<file path="config.mk">
export PLATFORM = sky130hd
export DESIGN_NAME = psg_envelope_generator
export DESIGN_NICKNAME = d
export VERILOG_FILES = /design/src/rtl/psg_envelope_generator.sv
export SDC_FILE = /design/constraint.sdc
export NUM_CORES = 1
export LEC_CHECK = 0
export ABC_AREA = 0
export CAP_MARGIN = 10
export CORE_MARGIN = 4
export CORE_UTILIZATION = 53
export CTS_CLUSTER_DIAMETER = 150
export DETAILED_ROUTE_END_ITERATION = 12
export PLACE_DENSITY = 0.82
export SYNTH_ARGS = -nofsm -noshare
export SYNTH_HDL_FRONTEND = slang
export SYNTH_SLANG_ARGS = --single-unit
</file>
<file path="constraint.sdc">
create_clock -name clk -period 5.1 [get_ports clk]
set_clock_uncertainty 0.1 [all_clocks]
set_input_delay 0.765 -clock clk [delete_from_list [all_inputs] [get_ports clk]]
set_output_delay 0.765 -clock clk [all_outputs]
set_load 0.01 [all_outputs]
</file>
<file path="src/rtl/psg_envelope_generator.sv">
// ADSR envelope generator for one PSG voice: gate-driven level FSM plus sample scaling.
// Optional build macro PSG_ENV_EXPDECAY_EN selects piecewise-exponential decay/release.
module psg_envelope_generator #(
    parameter int unsigned PRESCALE = 100
) (
    input  logic        clk,
    input  logic        rst,
    input  logic        test,
    input  logic        gate,
    input  logic [7:0]  atk,
    input  logic [7:0]  dec,
    input  logic [7:0]  sus,
    input  logic [7:0]  rel,
    input  logic [15:0] tone_i,
    output logic [7:0]  env,
    output logic [2:0]  state,
    output logic [15:0] o
);

`ifdef PSG_ENV_EXPDECAY_EN
    localparam int unsigned RCW = 11;
`else
    localparam int unsigned RCW = 8;
`endif

    typedef enum logic [2:0] {
        IDLE    = 3'd0,
        ATTACK  = 3'd1,
        DECAY   = 3'd2,
        SUSTAIN = 3'd3,
        RELEASE = 3'd4
    } state_t;

    state_t         st, st_n;
    logic [7:0]     env_r, env_n;
    logic [RCW-1:0] rc, rc_n;
    logic [RCW-1:0] thr;
    logic [15:0]    pc;
    logic           gate_d;
    logic           tick;
    logic           step;
    logic           rise;
    logic [7:0]     rate;
    logic [23:0]    prod;

    assign tick  = (pc == 16'(PRESCALE - 1));
    assign rise  = gate & ~gate_d;
    assign step  = tick && (rc == thr);
    assign prod  = tone_i * env_r;
    assign env   = env_r;
    assign state = st;

    always_comb begin
        rate = '0;
        case (st)
            ATTACK:  rate = atk;
            DECAY:   rate = dec;
            RELEASE: rate = rel;
            default: rate = '0;
        endcase
    end

`ifdef PSG_ENV_EXPDECAY_EN
    logic [1:0]  k;
    logic [11:0] span;

    always_comb begin
        if (env_r[7])      k = 2'd0;
        else if (env_r[6]) k = 2'd1;
        else if (env_r[5]) k = 2'd2;
        else               k = 2'd3;
        // (rate+1)<<k needs 12 bits; the minus-one brings it back into 11
        span = (12'(rate) + 12'd1) << k;
        if (st == ATTACK) thr = RCW'(rate);
        else              thr = RCW'(span - 12'd1);
    end
`else
    always_comb begin
        thr = rate;
    end
`endif

    always_comb begin
        st_n  = st;
        env_n = env_r;
        rc_n  = rc;
        if (rise) begin
            st_n = ATTACK;
            rc_n = '0;
        end else if (!gate && (st == ATTACK || st == DECAY || st == SUSTAIN)) begin
            st_n = RELEASE;
            rc_n = '0;
        end else begin
            case (st)
                ATTACK: begin
                    if (tick) begin
                        if (step) begin
                            rc_n = '0;
                            if (env_r != 8'hFF) env_n = env_r + 8'd1;
                            if (env_n == 8'hFF) st_n = DECAY;
                        end else begin
                            rc_n = rc + 1'b1;
                        end
                    end
                end
                DECAY: begin
                    if (env_r <= sus) begin
                        st_n = SUSTAIN;
                        rc_n = '0;
                    end else if (tick) begin
                        if (step) begin
                            rc_n  = '0;
                            env_n = env_r - 8'd1;
                        end else begin
                            rc_n = rc + 1'b1;
                        end
                    end
                end
                SUSTAIN: begin
                    env_n = sus;
                    rc_n  = '0;
                end
                RELEASE: begin
                    if (env_r == 8'd0) begin
                        st_n = IDLE;
                        rc_n = '0;
                    end else if (tick) begin
                        if (step) begin
                            rc_n  = '0;
                            env_n = env_r - 8'd1;
                        end else begin
                            rc_n = rc + 1'b1;
                        end
                    end
                end
                default: begin
                    env_n = '0;
                    rc_n  = '0;
                end
            endcase
        end
    end

    // test keeps sampling gate so a held gate cannot retrigger once test drops
    always_ff @(posedge clk) begin
        if (rst || test) begin
            st     <= IDLE;
            env_r  <= '0;
            rc     <= '0;
            pc     <= '0;
            o      <= '0;
            gate_d <= rst ? 1'b0 : gate;
        end else begin
            st     <= st_n;
            env_r  <= env_n;
            rc     <= rc_n;
            pc     <= tick ? 16'd0 : pc + 16'd1;
            o      <= prod[23:8];
            gate_d <= gate;
        end
    end

endmodule
</file>
==> impl_metrics.ini <==
; implementation run metrics
[global_route]
track_usage_pct = 23.5
grt_pass1_wl_um = 31600
antenna_found_initial = 0
grt_pass1_vias = 6850
met1_usage_pct = 30.2
met2_usage_pct = 41.8
top_usage_layer = met2
grt_max_degree = 23

[synthesis]
synth-async-reset-ratio_pct = 0
ys_sh_adder_pct = 31.9
ys_warn_count = 0
ff_type = dfxtp_1
ys_seq_share_pct = 14.2
ys_ff = 52
synth-xor-area-share_pct = 5.14
synth_cell_type_count = 67
edf_count = 0
mux_share_pct = 0.546
yosys_cells = 889
yosys_area_mm2 = 0.00733
top_cells_by_count = 115 x inv_1, 109 x and2_1, 83 x fa_1, 67 x nor2_1, 62 x nand2_1
synth_top_area_share_pct = 22.7
top_logic_kind = adder cells
syn_area_per_cell_um2 = 8.25
aoi_share_pct = 13.4
synthCells = 889

[floorplanning]
core_mm2 = 0.0134
ios = 79
die_y_um = 126
row_count = 42
taps = 176
fp-utilization_pct = 54.7
dieArea_mm2 = 0.0158

[critical_path]
cp.buffers_inverters = 4
critPathArrivalTime_ns = 5.00
startpoint = tone_i[0]
cp_max_fo = 4
crit_path_start_kind = input pin
cp_num_cells = 16
path_common_cell = fa_1
worstSetupEndpoint = o[14]
r2r_cells = 15
cp.required_ns = 5.18
r2r_end = o[14]
cp_cell_sequence = clkdlybuf4s50_1 > nand2_1 > fa_1 > fa_1 > inv_1 > fa_1 > inv_2 > fa_1 > inv_1 > ha_1 > o21a_2 > a21oi_2 > o21a_1 > o211a_1 > o2111a_1 > a211o_1
rr_startpoint = env[3]
max_stage_delay_ns = 0.52
crit_family = adder cells
ff2ff_setup_slack_ns = 0.23
slowest_stage = fa_1
worst-setup-path-type = input pin to flop

[final_layout]
final-comb-area_mm2 = 0.00574
num_antenna_cells = 0
stdcell_area_mm2 = 0.00894
lay_top_cells = 114 x inv_1, 109 x and2_1, 83 x fa_1
clkCellAreaFrac_pct = 1.99
nonClkBufAreaFrac_pct = 14.9
dominant_cells = multi-input combinational cells
sh_seq_area_pct = 11.6
final_nets = 1198
final_core_util_pct = 66.8
seq_area_mm2 = 0.00104
drive_above_1_share_pct = 10.4
clkbuf_count = 6
comb-cell-share_pct = 64.2
comb_cells = 684

[pwr]
leakage_nw = 4.22
p_per_area_mw_per_mm2 = 141
peakVddDrop_uv = 127

[run]
tool_warnings = 28
cap_violations = 0

[place]
routabilityCongestion = 0.896
port_buffers = 78
place_hpwl_um = 14700
dpl_worst_slack_ns = -0.459
post_dp_cell_area_mm2 = 0.00871

[sta]
layout_min_cycle_time_ns = 4.92
finalClockPeriodUsage_pct = 96.4
report.final.setup_viol = 0
hold_viol_final = 0
fin_setup_tns_ns = 0
timing.hold.ws_ns = 0.407
max_freq_ghz = 0.203
drv_slew = 0
slew_headroom_pct = 24.7

[hold_path]
min_path_cells = 1
hold_path.class = flop to flop
hp-start = pc[0]

[drt]
ant_nets = 0
wl_per_cell_um = 15.5
vias = 6633
routed_wl_um = 18400
drc = 0
first_pass_iters = 5
vias_per_cell = 5.59

[clocking]
clk_pin_slew_ns = 0.07
ctsHoldBuffers = 0
cts_tree = built
cts_buffer_depth = 2
clock-sinks = 52
cts-root-buf = clkbuf_16

[run_status]
status = finished clean
==> registers in the layout (all words and copies together), names as in the netlist <==
register  cells
o            16
rc            8
env           8
pc           16
state         3
gate_d        1
==> power by group <==
group          internal, mW  total (mW)  switching [mW]
Clock                 0.246       0.393           0.147
Sequential            0.417       0.433          0.0157
Combinational         0.210       0.433           0.224
Total                 0.873        1.26           0.386
==> metal layers <==
| layer | vias up | share of wire (%) |
|---|---|---|
| met5 | - | 0 |
| li1 | 3190 | - |
| met4 | 0 | 2.7 |
| met1 | 3186 | 42 |
| met2 | 218 | 50 |
| met3 | 39 | 5.2 |
==> what timing repair did <==
| item | in CTS | in global routing |
|---|---|---|
| pin swaps | 1 | 9 |
| resized | 12 | 14 |
| endpoints found under the setup margin | 8 | 11 |
| buffers inserted | 0 | 1 |
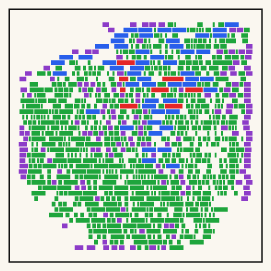
Figure 1: placed cells, one color a class.
Scale: 2 px per um.
| color | class | cells | share of their area |
|---|---|---|---|
| green | remaining logic cells | 799 | 71% |
| purple | remaining buffers and delay cells | 151 | 15% |
| blue | sequential cells | 52 | 12% |
| red | clock drivers and dummy loads | 8 | 2.0% |

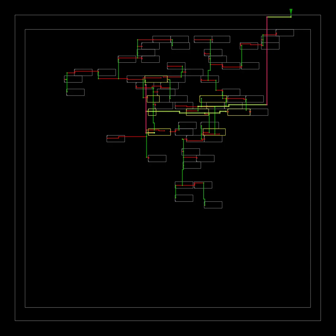
Figure 2: clock nets.
Latency at later pin: 0.29 ns
clock network power: 0.393 mW
registers: 52

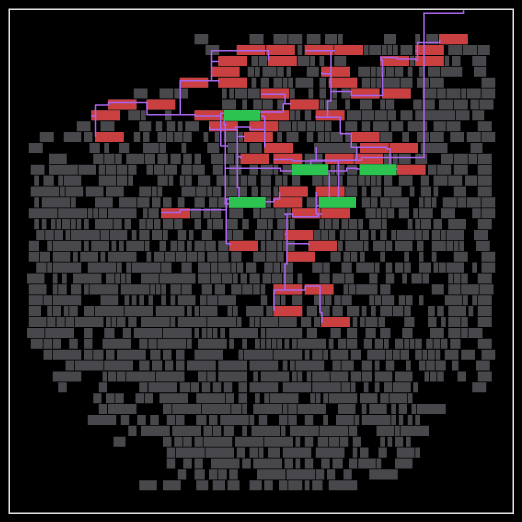
Figure 3: routed clock nets over the placement.
Scale: 4 px per um.
[red] flip-flops | count: 52
[green] clock-net drivers | count: 5
[purple] clock wires | length: 588 um
routed clock nets: 6

No activity file was given, so power comes from the tool's default toggle rates.
